--- config.mk ---
export PLATFORM = sky130hd
export DESIGN_NAME = neuron_act_pipe_flat
export DESIGN_NICKNAME = d
export VERILOG_FILES = /design/src/rtl/neural_pkg.sv /design/src/rtl/neuron_act_pipe_if.sv /design/src/rtl/neuron_act_pipe_act_sat.sv /design/src/rtl/neuron_act_pipe.sv /design/src/flat_wrapper.sv
export SDC_FILE = /design/constraint.sdc
export NUM_CORES = 1
export LEC_CHECK = 0
export ABC_AREA = 0
export CAP_MARGIN = 25
export CORE_MARGIN = 1.5
export CORE_UTILIZATION = 60
export DETAILED_ROUTE_END_ITERATION = 10
export PLACE_DENSITY = 0.92
export SETUP_SLACK_MARGIN = 0.5
export SKIP_CTS_REPAIR_TIMING = 1
export SYNTH_ARGS = -nofsm -noshare
export SYNTH_HDL_FRONTEND = slang
export SYNTH_HIERARCHICAL = 1
export SYNTH_SLANG_ARGS = --single-unit
--- constraint.sdc ---
create_clock -name clk -period 6.55 [get_ports clk]
set_clock_uncertainty 0.15 [all_clocks]
set_input_delay 1.965 -clock clk [delete_from_list [all_inputs] [get_ports clk]]
set_output_delay 1.965 -clock clk [all_outputs]
set_load 0.02 [all_outputs]
--- src/rtl/neural_pkg.sv ---
// Shared encodings for the neuron activation pipeline: activation modes
// and the pass-control FSM states.
`timescale 1ns/1ps
package neural_pkg;

  typedef enum logic [1:0] {
    ACT_RELU   = 2'b00,
    ACT_LEAKY  = 2'b01,
    ACT_LINEAR = 2'b10,
    ACT_CLIP   = 2'b11
  } act_mode_e;

  typedef enum logic [1:0] {
    ST_IDLE  = 2'd0,
    ST_RUN   = 2'd1,
    ST_DRAIN = 2'd2
  } state_e;

endpackage

--- src/rtl/neuron_act_pipe_if.sv ---
// Accumulator input stream and activated result stream of the neuron
// pipeline. The pipeline itself is the slave; the producer/consumer the master.
`timescale 1ns/1ps
interface neuron_act_pipe_if #(
  parameter int ACC_WIDTH = 16,
  parameter int OUT_WIDTH = 8
);
  logic signed [ACC_WIDTH-1:0] in_data;
  logic                        in_valid;
  logic                        in_ready;
  logic signed [OUT_WIDTH-1:0] out_data;
  logic                        out_valid;
  logic                        out_ready;
  logic                        out_last;

  modport master (
    output in_data, in_valid, out_ready,
    input  in_ready, out_data, out_valid, out_last
  );

  modport slave (
    input  in_data, in_valid, out_ready,
    output in_ready, out_data, out_valid, out_last
  );
endinterface

--- src/rtl/neuron_act_pipe_act_sat.sv ---
// Combinational activation followed by saturation into the signed output
// range. The clip-mode ceiling is part of the activation, so it never
// raises the saturation indication by itself.
`timescale 1ns/1ps
module act_sat_unit
  import neural_pkg::*;
#(
  parameter int ACC_WIDTH  = 16,
  parameter int OUT_WIDTH  = 8,
  parameter int LEAK_SHIFT = 3,
  parameter int CLIP_MAX   = 63
) (
  input  logic signed [ACC_WIDTH:0]   sum_i,
  input  act_mode_e                   mode_i,
  output logic signed [OUT_WIDTH-1:0] act_o,
  output logic                        sat_o
);
  localparam int SW = ACC_WIDTH + 1;
  localparam logic signed [SW-1:0] OMAX =
    $signed({{(SW-OUT_WIDTH+1){1'b0}}, {(OUT_WIDTH-1){1'b1}}});
  localparam logic signed [SW-1:0] OMIN = ~OMAX;
  localparam logic signed [SW-1:0] CMAX = SW'(CLIP_MAX);

  // Returns {clamped, value} for a full-width activation result.
  function automatic logic [OUT_WIDTH:0] sat_out(input logic signed [SW-1:0] v);
    if (v > OMAX)      return {1'b1, OMAX[OUT_WIDTH-1:0]};
    else if (v < OMIN) return {1'b1, OMIN[OUT_WIDTH-1:0]};
    else               return {1'b0, v[OUT_WIDTH-1:0]};
  endfunction

  logic signed [SW-1:0] act_s;

  // Activation at full sum width, before narrowing.
  always_comb begin
    act_s = sum_i;
    case (mode_i)
      ACT_RELU:   act_s = (sum_i < 0) ? '0 : sum_i;
      ACT_LEAKY:  act_s = (sum_i < 0) ? (sum_i >>> LEAK_SHIFT) : sum_i;
      ACT_LINEAR: act_s = sum_i;
      ACT_CLIP: begin
        if (sum_i < 0)         act_s = '0;
        else if (sum_i > CMAX) act_s = CMAX;
        else                   act_s = sum_i;
      end
      default:    act_s = sum_i;
    endcase
  end

  assign {sat_o, act_o} = sat_out(act_s);

endmodule

--- src/rtl/neuron_act_pipe.sv ---
// Per-layer activation pipeline: adds a stored per-neuron bias to each
// accumulator value, applies the pass-selected activation and saturates.
// Two register stages (sum, result); a stalled output freezes everything.
`timescale 1ns/1ps
module neuron_act_pipe
  import neural_pkg::*;
#(
  parameter int M          = 4,
  parameter int ACC_WIDTH  = 16,
  parameter int BIAS_WIDTH = 8,
  parameter int OUT_WIDTH  = 8,
  parameter int LEAK_SHIFT = 3,
  parameter int CLIP_MAX   = 63
) (
  input  logic                         clk,
  input  logic                         rst_n,
  input  logic                         start,
  input  logic [1:0]                   act_mode,
  input  logic                         bias_wen,
  input  logic [$clog2(M)-1:0]         bias_addr,
  input  logic signed [BIAS_WIDTH-1:0] bias_in,
  neuron_act_pipe_if.slave             s_if,
  output logic                         busy,
  output logic                         done,
  output logic                         sat_flag
);
  localparam int IDX_W = $clog2(M);
  localparam int CNT_W = $clog2(M + 1);
  localparam int SW    = ACC_WIDTH + 1;

  state_e                       state_q, state_d;
  act_mode_e                    mode_q;
  logic [CNT_W-1:0]             cnt_q;
  logic [IDX_W-1:0]             idx;
  logic signed [BIAS_WIDTH-1:0] bias_mem [M];

  logic signed [SW-1:0]         sum_p1;
  logic                         vld_p1, last_p1;
  logic signed [OUT_WIDTH-1:0]  data_p2;
  logic                         vld_p2, last_p2;

  logic                         sat_flag_q, done_q;
  logic                         stall, accept, start_acc, last_xfer;
  logic signed [SW-1:0]         in_ext, bias_ext;
  logic signed [OUT_WIDTH-1:0]  act_val;
  logic                         act_sat;

  assign idx       = cnt_q[IDX_W-1:0];
  assign stall     = vld_p2 & ~s_if.out_ready;
  assign start_acc = start & (state_q == ST_IDLE);
  assign accept    = s_if.in_valid & s_if.in_ready;
  assign last_xfer = vld_p2 & last_p2 & s_if.out_ready;
  assign in_ext    = {s_if.in_data[ACC_WIDTH-1], s_if.in_data};
  assign bias_ext  = {{(SW-BIAS_WIDTH){bias_mem[idx][BIAS_WIDTH-1]}}, bias_mem[idx]};

  assign s_if.in_ready  = (state_q == ST_RUN) && (cnt_q < CNT_W'(M)) && !stall;
  assign s_if.out_data  = data_p2;
  assign s_if.out_valid = vld_p2;
  assign s_if.out_last  = last_p2;
  assign busy           = (state_q != ST_IDLE);
  assign done           = done_q;
  assign sat_flag       = sat_flag_q;

  // Pass sequencing: accept M inputs, then drain until the last result leaves.
  always_comb begin
    state_d = state_q;
    case (state_q)
      ST_IDLE:  if (start) state_d = ST_RUN;
      ST_RUN:   if (accept && (cnt_q == CNT_W'(M-1))) state_d = ST_DRAIN;
      ST_DRAIN: if (last_xfer) state_d = ST_IDLE;
      default:  state_d = ST_IDLE;
    endcase
  end

  // State register, input neuron index and activation mode latched per pass.
  always_ff @(posedge clk or negedge rst_n) begin
    if (!rst_n) begin
      state_q <= ST_IDLE;
      cnt_q   <= '0;
      mode_q  <= ACT_RELU;
    end else begin
      state_q <= state_d;
      if (start_acc) begin
        cnt_q  <= '0;
        mode_q <= act_mode_e'(act_mode);
      end else if (accept) begin
        cnt_q  <= cnt_q + 1'b1;
      end
    end
  end

  // Bias table, writable only between passes and deliberately kept over reset.
  always_ff @(posedge clk) begin
    if (bias_wen && (state_q == ST_IDLE)) bias_mem[bias_addr] <= bias_in;
  end

  // ---- stage p1: bias addition, one bit wider so it can never wrap ----
  // Sum register loads only on an accepted input.
  always_ff @(posedge clk) begin
    if (accept) sum_p1 <= in_ext + bias_ext;
  end

  // Stage p1 valid and last-neuron marker, frozen while the output stalls.
  always_ff @(posedge clk or negedge rst_n) begin
    if (!rst_n) begin
      vld_p1  <= 1'b0;
      last_p1 <= 1'b0;
    end else if (!stall) begin
      vld_p1  <= accept;
      last_p1 <= accept && (idx == IDX_W'(M-1));
    end
  end

  act_sat_unit #(
    .ACC_WIDTH (ACC_WIDTH),
    .OUT_WIDTH (OUT_WIDTH),
    .LEAK_SHIFT(LEAK_SHIFT),
    .CLIP_MAX  (CLIP_MAX)
  ) u_act_sat (
    .sum_i (sum_p1),
    .mode_i(mode_q),
    .act_o (act_val),
    .sat_o (act_sat)
  );

  // ---- stage p2: activated, saturated result presented on the output ----
  // Output register holds its contents while the consumer is not ready.
  always_ff @(posedge clk or negedge rst_n) begin
    if (!rst_n) begin
      vld_p2  <= 1'b0;
      last_p2 <= 1'b0;
      data_p2 <= '0;
    end else if (!stall) begin
      vld_p2  <= vld_p1;
      last_p2 <= vld_p1 & last_p1;
      if (vld_p1) data_p2 <= act_val;
    end
  end

  // End-of-pass pulse and sticky saturation indication for the current pass.
  always_ff @(posedge clk or negedge rst_n) begin
    if (!rst_n) begin
      done_q     <= 1'b0;
      sat_flag_q <= 1'b0;
    end else begin
      done_q <= last_xfer;
      if (start_acc)                       sat_flag_q <= 1'b0;
      else if (vld_p1 && !stall && act_sat) sat_flag_q <= 1'b1;
    end
  end

endmodule
--- src/flat_wrapper.sv ---
// flat-port wrapper written by rule: the top's interface ports become plain ports
module neuron_act_pipe_flat import neural_pkg::*;
#(
  parameter int M          = 4,
  parameter int ACC_WIDTH  = 16,
  parameter int BIAS_WIDTH = 8,
  parameter int OUT_WIDTH  = 8,
  parameter int LEAK_SHIFT = 3,
  parameter int CLIP_MAX   = 63
)
  (clk, rst_n, start, act_mode, bias_wen, bias_addr, bias_in, busy, done, sat_flag, s_if_in_data, s_if_in_valid, s_if_out_ready, s_if_in_ready, s_if_out_data, s_if_out_valid, s_if_out_last);
  neuron_act_pipe_if #(.ACC_WIDTH(ACC_WIDTH), .OUT_WIDTH(OUT_WIDTH)) s_if_i ();
  input  logic clk;
  input  logic rst_n;
  input  logic start;
  input  logic [1:0] act_mode;
  input  logic bias_wen;
  input  logic [$clog2(M)-1:0] bias_addr;
  input  logic signed [BIAS_WIDTH-1:0] bias_in;
  output logic busy;
  output logic done;
  output logic sat_flag;
  input wire logic [$bits(s_if_i.in_data)-1:0] s_if_in_data;
  input wire logic [$bits(s_if_i.in_valid)-1:0] s_if_in_valid;
  input wire logic [$bits(s_if_i.out_ready)-1:0] s_if_out_ready;
  output wire logic [$bits(s_if_i.in_ready)-1:0] s_if_in_ready;
  output wire logic [$bits(s_if_i.out_data)-1:0] s_if_out_data;
  output wire logic [$bits(s_if_i.out_valid)-1:0] s_if_out_valid;
  output wire logic [$bits(s_if_i.out_last)-1:0] s_if_out_last;
  assign s_if_i.in_data = s_if_in_data;
  assign s_if_i.in_valid = s_if_in_valid;
  assign s_if_i.out_ready = s_if_out_ready;
  assign s_if_in_ready = s_if_i.in_ready;
  assign s_if_out_data = s_if_i.out_data;
  assign s_if_out_valid = s_if_i.out_valid;
  assign s_if_out_last = s_if_i.out_last;
  neuron_act_pipe #(.M(M), .ACC_WIDTH(ACC_WIDTH), .BIAS_WIDTH(BIAS_WIDTH), .OUT_WIDTH(OUT_WIDTH), .LEAK_SHIFT(LEAK_SHIFT), .CLIP_MAX(CLIP_MAX)) u_core (.clk(clk), .rst_n(rst_n), .start(start), .act_mode(act_mode), .bias_wen(bias_wen), .bias_addr(bias_addr), .bias_in(bias_in), .s_if(s_if_i), .busy(busy), .done(done), .sat_flag(sat_flag));
endmodule
Figure 1. Wiring by layer.
Two of the layers only.
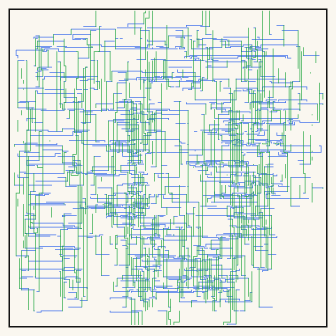
- blue: met1 (wire length 2890 um)
- green: met2 (wire length 3440 um)
Total Wirelength: 6.77 mm
drt wl/cell: 15.7 um
GRT Total Usage: 22.3%
via count: 2562

==> results.toml <==
# flow metrics
[detailed_routing]
ant_nets = 0
dr.pass1.iters = 5
drc = 0
vias_per_cell = 5.93

[final_layout]
nets = 405
layoutNonFillerInstCount = 432
insertedDiodeCount = 0

[grt]
antenna_found_initial = 0
grt_pass1_wl_mm = 11.0
gr-total-overflow = 0
grt_pass1_vias = 2464

[die]
io_pins = 48
fp.dieW_um = 82
die_h_um = 82

[clocking]
clkSinkCount = 70
htree_levels = 3
cts_made_buffers = 9

[timing]
setup_tns_ns = 0
fmax_mhz = 183
hold_viol = 0
final.setup.worst_slack_ns = 1.10
rsz0062_at_grt = "no"
fin_crit_sh_pct = 83.2

[setup_path]
start_kind = "input pin"
critPathRequiredTime_ns = 4.43
cpMostUsedCell = "clkdlybuf4s50_1"
rr_worst_depth = 8
path_class = "input pin to output port"
reg2reg_from = "u_core/cnt_q[0]"
path_cells = "clkdlybuf4s50_1 -> nor2b_2 -> nor3_2 -> clkdlybuf4s50_1"
r2r_slack_ns = 3.10
crit_slowest_cell = "clkdlybuf4s50_1"

[synth]
syn-mean-instance-area_um2 = 12.6
syn_area_mm2 = 0.00374
synthDistinctLibCells = 69
synth-seq-cells = 70
largest_area_cell = "edfxtp_1"
ys_seq_share_pct = 53.3
synth-main-ff-cell = "edfxtp_1"
async_flop_share_pct = 30.0

[hold_path]
hp-class = "register to register"

[power_and_ir_drop]
p_per_area_mw_per_mm2 = 455
ir_worst_vdd_uv = 262
p_leak_nw = 1.72
total_power_mw = 2.05

[placed_design]
dp_hpwl_mm = 5.18
gp_congestion = 0.890

[run_status]
status = "finished, final reports clean"

[job]
cap_violations = 0
Figure 2. Layout detail.
Region (0, 42) to (40, 82) um. Cells in grey, sequential cells in the stronger grey; small squares are vias.
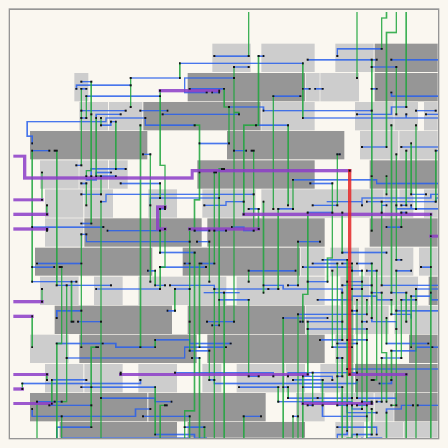
- blue: met1
- green: met2
- purple: met3
- red: met4
- sequential cells in the window: 22
- most frequent: edfxtp_1 (18), clkdlybuf4s50_1 (13)
- netlist names of flops here include: u_core/bias_mem (17), u_core/cnt_q (2), u_core/state_q (2)
- cells with their middle in the window: 76

critical path: cells and delay by family:
| kind | cells | cell delay [ns] |
|---|---|---|
| buffers and inverters | 2 | 1.12 |
| AND/OR/NAND/NOR | 2 | 0.25 |
through the flow:
step                      instance area (um^2)  util, %
after floorplan                           3740        -
after global placement                    4280     71.5
after detailed placement                  4300     71.7
after CTS                                 4500     75.1
after global routing                      4500     75.1
final                                     4500     75.1
power by group:
group / internal [mW] / switching (mW) / leakage [nW]
clock: 0.182 / 0.160 / 0.108
sequential: 0.622 / 0.0973 / 0.710
combinational: 0.463 / 0.522 / 0.903
total: 1.27 / 0.779 / 1.72
synthesized netlist by cell type (4+ instances only):
master / instances
nor3_1: 4
nand2b_1: 4
a22o_1: 7
mux4_2: 8
o21ai_0: 7
nor2b_1: 5
a211oi_1: 8
a21oi_1: 19
ha_1: 18
a21o_1: 4
inv_1: 4
xnor2_1: 9
edfxtp_1: 49
dfrtp_1: 21
nor2_1: 13
nand2_1: 38
metal layers:
layer  up-vias  track usage (%)  routed length (um)
li1       1255                -                   -
met1      1218             25.8                2890
met2        76             38.5                3440
met3        13             6.67                 335
met4         0             8.98                 102
met5         -                0                   0
cell type report:
| class | instances | area (um^2) | share of cell area, % |
|---|---|---|---|
| Tap cell | 75 | 93.8 | 2.09 |
| Clock buffer | 12 | 176 | 3.92 |
| Sequential cell | 70 | 2000 | 44.4 |
| Multi-Input combinational cell | 215 | 1690 | 37.6 |
| Clock inverter | 4 | 25.0 | 0.556 |
| Inverter | 6 | 22.5 | 0.501 |
| Timing Repair Buffer | 50 | 493 | 11.0 |
registers in the layout (all words and copies together) (netlist names), 2 cells and up:
signal and count:
u_core/bias_mem 32, u_core/sum_p1 17, u_core/s_if.out_data 8, u_core/cnt_q 3
u_core/mode_q 2, u_core/state_q 2
cells in the final DEF (no fill, tap or decap), drive strengths merged, types with 2 or more instances in the layout:
master         instances
or3                    4
clkdlybuf4s50         47
mux4                   8
buf                    3
nor3                   5
a21o                   4
nand2                 39
a22oi                  4
xnor2                  9
ha                    18
mux2i                  3
or4                    2
a22o                   7
nor2                  13
dfrtp                 21
nor4                   3
o21bai                 3
nor2b                  6
o21a                   3
nand2b                 4
and2                   2
edfxtp                49
a21oi                 22
o211ai                 2
mux2                   3
nand4                  3
or2                    3
nor3b                  2
clkinv                 4
clkbuf                12
a211oi                 8
xor2                   3
o21ai                 12
and3                   2
inv                    6
worst max path at each step:
stage / startpoint / to / depth (start not counted)
CTS: s_if_out_ready / s_if_in_ready / 4
global placement: s_if_out_ready / s_if_in_ready / 4
floorplan: s_if_out_ready / s_if_in_ready / 2
finish: s_if_out_ready / s_if_in_ready / 4
detailed placement: s_if_out_ready / s_if_in_ready / 4
global route: s_if_out_ready / s_if_in_ready / 4
kinds of logic (layout without fill, tap and decap cells):
logic type / Yosys count / in the layout / share of synthesized area (%)
flops: 70 / 70 / 53.3
mux: 14 / 14 / 6.72
fa+ha+maj: 19 / 19 / 6.55
xor+xnor: 12 / 12 / 2.81
compound gates: 75 / 75 / 14.9
simple gates: 95 / 95 / 14.2
buf+inv: 12 / 72 / 1.50
No activity file was given, so power comes from the tool's default toggle rates.
